**config.mk**
```make
export PLATFORM = sky130hd
export DESIGN_NAME = status_register_unit
export DESIGN_NICKNAME = d
export VERILOG_FILES = /design/src/rtl/status_register_unit_pkg.sv /design/src/rtl/status_register_unit_flag_gen.sv /design/src/rtl/status_register_unit.sv
export SDC_FILE = /design/constraint.sdc
export NUM_CORES = 1
export LEC_CHECK = 0
export ABC_AREA = 1
export CORE_ASPECT_RATIO = 0.5
export CORE_MARGIN = 2
export CORE_UTILIZATION = 41
export CTS_CLUSTER_SIZE = 20
export DETAILED_ROUTE_END_ITERATION = 8
export PLACE_DENSITY = 0.91
export SYNTH_ARGS = -nofsm -noshare
export SYNTH_HDL_FRONTEND = slang
export SYNTH_SLANG_ARGS = --single-unit
export TNS_END_PERCENT = 5
```
**constraint.sdc**
```tcl
create_clock -name clk -period 2 [get_ports clk]
set_clock_uncertainty 0.1 [all_clocks]
set_input_delay 0.3 -clock clk [delete_from_list [all_inputs] [get_ports clk]]
set_output_delay 0.3 -clock clk [all_outputs]
set_load 0.05 [all_outputs]
```
**src/rtl/status_register_unit_pkg.sv**
```systemverilog
// Shared definitions for the status register unit: flag word layout,
// FSM state encoding and the masked flag merge helper.
package status_register_unit_pkg;

    // Flag word layout, shared with the condition-check consumer.
    localparam int unsigned FLAG_W = 4;
    localparam int unsigned FLAG_Z = 3;
    localparam int unsigned FLAG_C = 2;
    localparam int unsigned FLAG_N = 1;
    localparam int unsigned FLAG_V = 0;

    typedef logic [FLAG_W-1:0] flags_t;

    // RUN: no saved copy live. HELD: saved copy taken on exception entry.
    typedef enum logic [0:0] {
        StRun  = 1'b0,
        StHeld = 1'b1
    } sru_state_e;

    // Take masked bits from the freshly generated flags, keep the rest.
    function automatic flags_t merge_flags(input flags_t gen, input flags_t old,
                                           input flags_t mask);
        return (gen & mask) | (old & ~mask);
    endfunction

endpackage

```
**src/rtl/status_register_unit_flag_gen.sv**
```systemverilog
// Combinational NZCV generation from the EXE-stage ALU result.
// Output word is ordered ZCNV (Z in the MSB).
module flag_gen
    import status_register_unit_pkg::*;
#(
    parameter int unsigned DATA_WIDTH = 32
) (
    input  logic [DATA_WIDTH-1:0] alu_result,
    input  logic                  alu_c,
    input  logic                  alu_v,
    output logic [FLAG_W-1:0]     flags
);

    // Pack the four generated flags into the fixed word layout.
    always_comb begin
        flags         = '0;
        flags[FLAG_Z] = (alu_result == '0);
        flags[FLAG_C] = alu_c;
        flags[FLAG_N] = alu_result[DATA_WIDTH-1];
        flags[FLAG_V] = alu_v;
    end

endmodule

```
**src/rtl/status_register_unit.sv**
```systemverilog
// Architectural NZCV status register with exception save/restore, MSR-style
// direct writes and a saturating count of committed flag updates.
// Optional feature macro: FLAG_FORWARD_EN -- when defined, cond_flags bypasses
// the register with the same-cycle update value; otherwise cond_flags is the
// registered status.
module status_register_unit
    import status_register_unit_pkg::*;
#(
    parameter int unsigned DATA_WIDTH = 32,
    parameter int unsigned CNT_W      = 16
) (
    input  logic                  clk,
    input  logic                  rst,
    input  logic                  exe_valid,
    input  logic                  s_bit,
    input  logic [FLAG_W-1:0]     flag_mask,
    input  logic [DATA_WIDTH-1:0] alu_result,
    input  logic                  alu_c,
    input  logic                  alu_v,
    input  logic                  stall,
    input  logic                  msr_we,
    input  logic [FLAG_W-1:0]     msr_data,
    input  logic                  exc_enter,
    input  logic                  exc_return,
    output logic [FLAG_W-1:0]     status_register,
    output logic [FLAG_W-1:0]     cond_flags,
    output logic                  saved_valid,
    output logic [CNT_W-1:0]      update_count
);

    sru_state_e       state_q, state_d;
    flags_t           flags_q, flags_d;
    flags_t           saved_q, saved_d;
    logic [CNT_W-1:0] cnt_q, cnt_d;

    flags_t gen_flags;
    flags_t upd_flags;
    logic   enter_req;
    logic   msr_go;
    logic   upd_go;
    logic   do_save;
    logic   do_restore;
    logic   cnt_inc;

    flag_gen #(
        .DATA_WIDTH (DATA_WIDTH)
    ) u_flag_gen (
        .alu_result (alu_result),
        .alu_c      (alu_c),
        .alu_v      (alu_v),
        .flags      (gen_flags)
    );

    // Request arbitration: exc_return > exc_enter > msr_we > upd. Any asserted
    // higher-priority request squashes the lower ones, even if it has no
    // effect in the current state. Stall blocks only msr_we and upd.
    always_comb begin
        enter_req  = exc_enter & ~exc_return;
        msr_go     = rst & msr_we & ~stall & ~exc_return & ~exc_enter;
        upd_go     = rst & exe_valid & s_bit & ~stall & ~exc_return & ~exc_enter & ~msr_we;
        do_restore = rst & exc_return & (state_q == StHeld);
        do_save    = rst & enter_req & (state_q == StRun);
        upd_flags  = merge_flags(gen_flags, flags_q, flag_mask);
    end

    // FSM state register.
    always_ff @(posedge clk) begin
        if (!rst) begin
            state_q <= StRun;
        end else begin
            state_q <= state_d;
        end
    end

    // FSM next-state: save moves to HELD, restore returns to RUN.
    always_comb begin
        state_d = state_q;
        unique case (state_q)
            StRun:   if (do_save)    state_d = StHeld;
            StHeld:  if (do_restore) state_d = StRun;
            default: state_d = StRun;
        endcase
    end

    // FSM outputs and datapath next values.
    always_comb begin
        flags_d = flags_q;
        saved_d = saved_q;
        cnt_inc = 1'b0;
        if (do_restore) begin
            flags_d = saved_q;
        end else if (msr_go) begin
            flags_d = msr_data;
            cnt_inc = 1'b1;
        end else if (upd_go) begin
            flags_d = upd_flags;
            cnt_inc = 1'b1;
        end
        // Saved copy captures the pre-update value; it is the only writer.
        if (do_save) begin
            saved_d = flags_q;
        end
        if (cnt_inc && (cnt_q != '1)) begin
            cnt_d = cnt_q + CNT_W'(1);
        end else begin
            cnt_d = cnt_q;
        end
    end

    // Flag, saved-copy and counter registers.
    always_ff @(posedge clk) begin
        if (!rst) begin
            flags_q <= '0;
            saved_q <= '0;
            cnt_q   <= '0;
        end else begin
            flags_q <= flags_d;
            saved_q <= saved_d;
            cnt_q   <= cnt_d;
        end
    end

    assign status_register = flags_q;
    assign saved_valid     = (state_q == StHeld);
    assign update_count    = cnt_q;

`ifdef FLAG_FORWARD_EN
    // Same-cycle EXE->ID bypass of a committing flag-setting instruction.
    assign cond_flags = upd_go ? upd_flags : flags_q;
`else
    assign cond_flags = flags_q;
`endif

endmodule

```
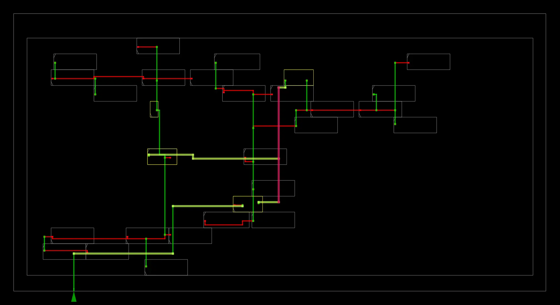
Figure 1: run 1, clock routing.
Num CTS Buffers: 3
Clk power: 0.293 mW
# clk buffers: 4
clock sink count: 25
Skew-Pair Late Insertion Delay: 0.27 ns

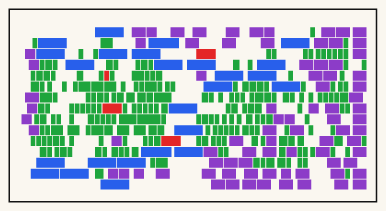
Figure 2: run 1, cells coloured by class.
(4 px per micron)
colour	class	cells	share of their area
purple	other buffers and delay cells	82	33%
green	combinational and other logic	221	43%
red	clock drivers and dummy loads	4	1.9%
blue	flops	25	22%

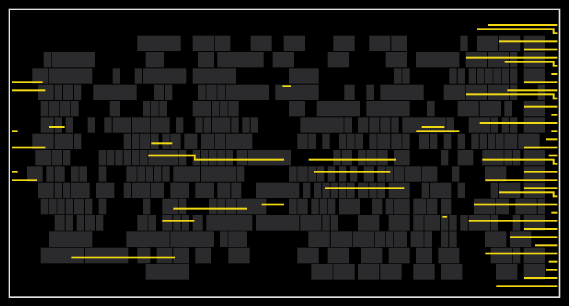
Figure 3: run 1, M3 wires.
(6 px per micron) Cells faint in the background.
wire length on this layer	378 microns
share of all routed wire	8.8%
longest straight run	17.0 microns
nets with wire on the layer	49
main direction	horizontal
met3 GRT Util: 0.0598
WL final: 4280 microns
via count: 1819

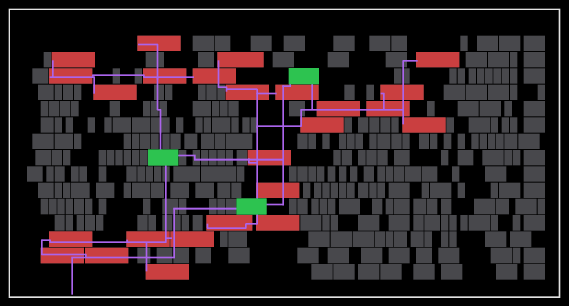
Figure 4: run 1, clock wires, drivers and flops.
(6 px per micron)
[red] flip-flops | count: 25
[purple] clock wires | length: 297 microns
[green] clock drivers | count: 3
routed clock nets	4

==> results.cfg, run 1 <==
; physical design summary
[final_layout]
stdcell_area_sq_um = 2390
n_antenna_cell = 0

[setup_path]
endpoint_kind = output port
critPathKind = flip-flop to output port
critPathMaxFanout = 5
crit_buf_inv = 1
cp.arrival_ns = 1.51
critPathLaunch = update_count[5]
critPathTopFamily = buffers and inverters
r2r_start = update_count[0]

[synthesis]
yosys_warnings = 0
avgSynthCellArea_sq_um = 6.17
top_cells_by_count = nand2_1, nor2_1, dfxtp_1, inv_1, a21oi_1
netlist-cell-type-count = 24
yosys_area_sq_um = 1570
ff_type = dfxtp_1
syn_area_sq_um = 1570

[timing]
fin_crit_ns = 1.91
slew_violations = 0
grt_setup_unrepaired = false
relSlewSlack = 0.658

[power_and_ir_drop]
ir_drop_v = 0.000275
total_power_mw = 1.01

[drt]
wl_met3_microns = 377
met2WireLength_microns = 2110
routedWlPerCell_microns = 11.2
top_layer = met4
drtIter0Drc = 45
drt_pass1_iterations = 4
drc = 0

[clock_tree]
h-tree-depth = 1
cts_root_buf = clkbuf_8
cts_buffer_depth = 2
postCtsHoldBufs = 0
post_cts_resize_count = 0

[floorplanning]
fp-utilization = 0.442
die_h_microns = 47.7
core_area_sq_um = 3550

[run_status]
status = finished clean

[min_path]
worstHoldStart = update_count[13]

[global_route]
gr-total-overflow = 0
grt_usage = 0.190
grt_pass1_wl_microns = 6540

[place]
postPlaceCellArea_sq_um = 2340
port_buffers = 74

[run]
warning_count = 26
maxCapViolations = 0
## run 1: layer usage
metal | up-vias | track usage
met4 | 0 | 0.0667
met2 | 63 | 0.399
met3 | 5 | 0.0598
met5 | - | 0
li1 | 953 | -
met1 | 798 | 0.190
## run 1: power breakdown
part,total (mW),leakage (nW),internal (mW),switching (mW)
clock,0.293,0.0228,0.143,0.151
sequential,0.514,0.203,0.506,0.00787
combinational,0.205,0.792,0.119,0.0859
total,1.01,1.02,0.768,0.245
## run 1: metrics by stage
stage | std cells | util | hold slack, ns
floorplan | 254 | - | 0.335
global placement | 379 | 0.661 | 0.390
detailed placement | 379 | 0.661 | 0.402
CTS | 383 | 0.674 | 0.417
global route | 383 | 0.674 | 0.441
finish | 383 | 0.674 | 0.415
## run 1: worst paths after layout
check	cells after the start	end	slack, ns
worst max-delay path	1	update_count[5]	0.09
worst min register to register	2	update_count[13]	0.42
worst max register to register	8	update_count[14]	0.23
worst min-delay path	2	update_count[13]	0.42
## run 1: final cells by class
type,instances,area [sq um]
Tap cell,51,63.8
Timing Repair Buffer,82,771
Clock buffer,4,45.0
Multi-Input combinational cell,198,921
Inverter,23,86.3
Fill cell,304,1160
Sequential cell,25,503
## run 1: tightest hold or removal path, cell delays in order, from the launching register on
cell and delay [ns]:
dfxtp_1 0.35, nand2_1 0.07, a21oi_1 0.05
## run 1: cells in the final DEF, fill, tap and decap left out
cell type        Yosys  routed
a21oi_1             18      18
a21oi_2              1       1
and2_0               1       1
and3_1               1       1
buf_4                4      20
clkbuf_1             1       1
clkbuf_8             0       3
clkdlybuf4s50_1      0      62
dfxtp_1             25      23
dfxtp_2              0       2
ha_1                 1       1
inv_1               22      22
inv_2                1       1
nand2_1             80      80
nand2_2              3       3
nand3_1             12      12
nand4_1              4       4
nand4_2              1       1
nor2_1              48      48
nor2_2               3       3
nor3_1               3       3
o21ai_0              9       9
o21ai_4              1       1
xnor2_1              5       5
xor2_1               7       7
## run 1: cell families (layout without fill, tap and decap cells)
group | Yosys count | in the layout | synth area share
xor+xnor | 12 | 12 | 0.0670
fa+ha+maj | 1 | 1 | 0.00798
compound gates | 29 | 29 | 0.102
simple gates | 156 | 156 | 0.410
flops | 25 | 25 | 0.319
buf+inv | 31 | 109 | 0.0934
Figure 5. I/O nets highlighted (run 1).
(6 px per micron)
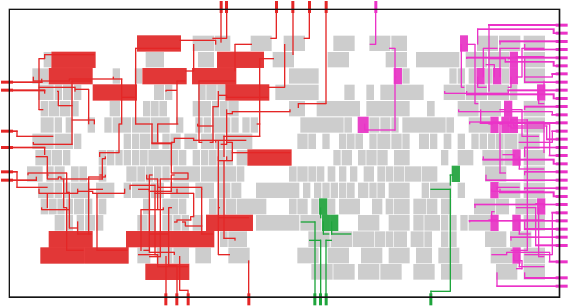

==> run 1 -> run 2 <==
--- a/constraint.sdc
+++ b/constraint.sdc
@@ -4,2 +4,2 @@
 set_output_delay 0.3 -clock clk [all_outputs]
-set_load 0.05 [all_outputs]
+set_load 0.1 [all_outputs]
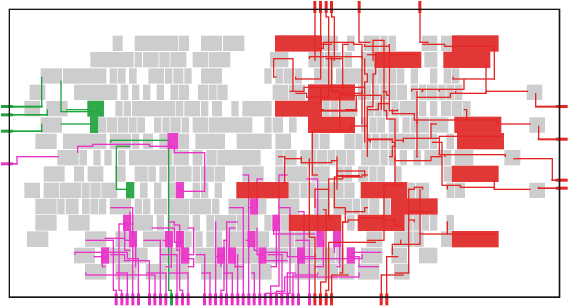
Figure 6: run 2, I/O nets highlighted.
(6 px per micron)
colour	port	direction	edge	end cells	buffers	wire
magenta	`alu_result`	input	31 bottom, 1 left	18	32	564 microns
green	`msr_data`	input	3 left, 1 bottom	4	4	90.0 microns
red	`update_count`	output	6 bottom, 6 top, 4 right	16	16	730 microns

==> run 2 against run 1 <==
  * Power up 4.2%
  * Utilization decreased by 0.18 points
  * Via count is 0.66% higher
  * Critical path depth rose by 8
  * First-iteration DRC count up 53%
  * Sequential power barely moved
  * Cell area shrank 0.26%
  * Synthesized cell count did not move
  * Critical path type is now primary input to flip-flop
  * Largest cell class unchanged
  * Largest power group unchanged
==> results.cfg, run 2 <==
; physical design summary
[global_route]
gr-total-overflow = 0
grt_usage = 0.208
grt_pass1_wl_microns = 7140

[drt]
wl_microns = 4460
num_vias = 1831
drc = 0
drt_pass1_iterations = 4
drtIter0Drc = 69
routedWlPerCell_microns = 11.7

[final_layout]
final_cell_mix = nand2_1, clkdlybuf4s50_1, nor2_1, buf_4, inv_1
fill_cells = 288
lay_top_count = nand2_1

[timing]
fin_crit_ns = 1.76
whs_ns = 0.399
grt_setup_unrepaired = false
relSlewSlack = 0.656

[setup_path]
critPathKind = primary input to flip-flop
endpoint_kind = flip-flop

[clock_tree]
post_cts_resize_count = 0
clock-sinks = 25
cts_root_buf = clkbuf_8
clk_latency_ns = 0.27
h-tree-depth = 1
numCtsBuffers = 3
postCtsHoldBufs = 0

[synthesis]
syn_area_sq_um = 1570
avgSynthCellArea_sq_um = 6.17
netlist-cell-type-count = 24
ff_type = dfxtp_1
yosys_warnings = 0
top_cells_by_count = nand2_1, nor2_1, dfxtp_1, inv_1, a21oi_1

[floorplanning]
core_area_sq_um = 3550
die_h_microns = 47.7
fp-utilization = 0.442

[place]
port_buffers = 74

[run_status]
status = finished clean

[run]
warning_count = 27
maxCapViolations = 0
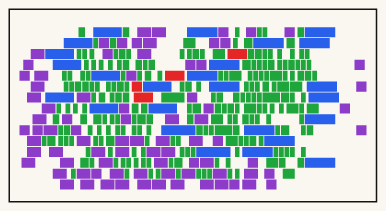
Figure 7: run 2, cells coloured by class.
(4 px per micron)
colour	class	cells	share of their area
green	combinational and other logic	221	43%
blue	flops	25	23%
purple	other buffers and delay cells	82	32%
red	clock drivers and dummy loads	4	2.1%
Core Rows: 15
final core utilization: 0.672

## run 2: path summary, 6_finish.rpt
| path | start | to | slack [ns] | depth (start not counted) |
|---|---|---|---|---|
| setup / recovery | rst | update_count[2] | 0.24 | 9 |
| hold / removal | update_count[15] | update_count[15] | 0.40 | 2 |
| setup reg to reg | update_count[0] | update_count[2] | 0.32 | 8 |
| hold reg to reg | update_count[15] | update_count[15] | 0.40 | 2 |
## run 2: worst register-to-register path, cell delays in order, from the launching register on
cell	delay (ns)
dfxtp_4	0.38
ha_1	0.18
nand2_1	0.08
inv_1	0.09
nand4_2	0.18
o21ai_4	0.22
buf_4	0.18
nand2_1	0.06
a21oi_1	0.14
## run 2: cell type report
cell class                 count  area (sq um)  share of cell area
timing repair buffer          82           738               0.310
clock buffer                   3          41.3              0.0173
clock inverter                 1          7.51             0.00315
inverter                      23          86.3              0.0362
sequential                    25           526               0.220
tap                           51          63.8              0.0268
multi-input combinational    198           921               0.386
## run 2: cell families after synthesis
kind of cell / synth area share
fa+ha+maj: 0.00798
flops: 0.319
xor+xnor: 0.0670
compound gates: 0.102
buf+inv: 0.0934
simple gates: 0.410
## run 2: through the flow
stage	util	std cells	setup WS (ns)	instance area [sq um]	power (mW)
floorplan	-	254	-0.0868	1590	0.631
global placement	0.658	379	0.0943	2330	0.750
detailed placement	0.658	379	-0.0190	2330	0.755
CTS	0.672	383	0.256	2380	1.06
global route	0.672	383	0.0780	2380	1.10
finish	0.672	383	0.241	2380	1.06
## run 2: power breakdown
group	total (mW)	internal, mW	switching [mW]	leakage, nW
Sequential	0.512	0.504	0.00767	0.211
Combinational	0.233	0.116	0.116	0.818
Clock	0.311	0.141	0.170	0.0217
## run 2: per-layer routing
layer	track usage	part of all wire	up-vias
met5	0	0	-
met4	0.0818	0.014	0
met3	0.0299	0.056	6
met2	0.401	0.49	68
met1	0.248	0.44	805
li1	-	-	952
Power and IR drop assume default switching activity.
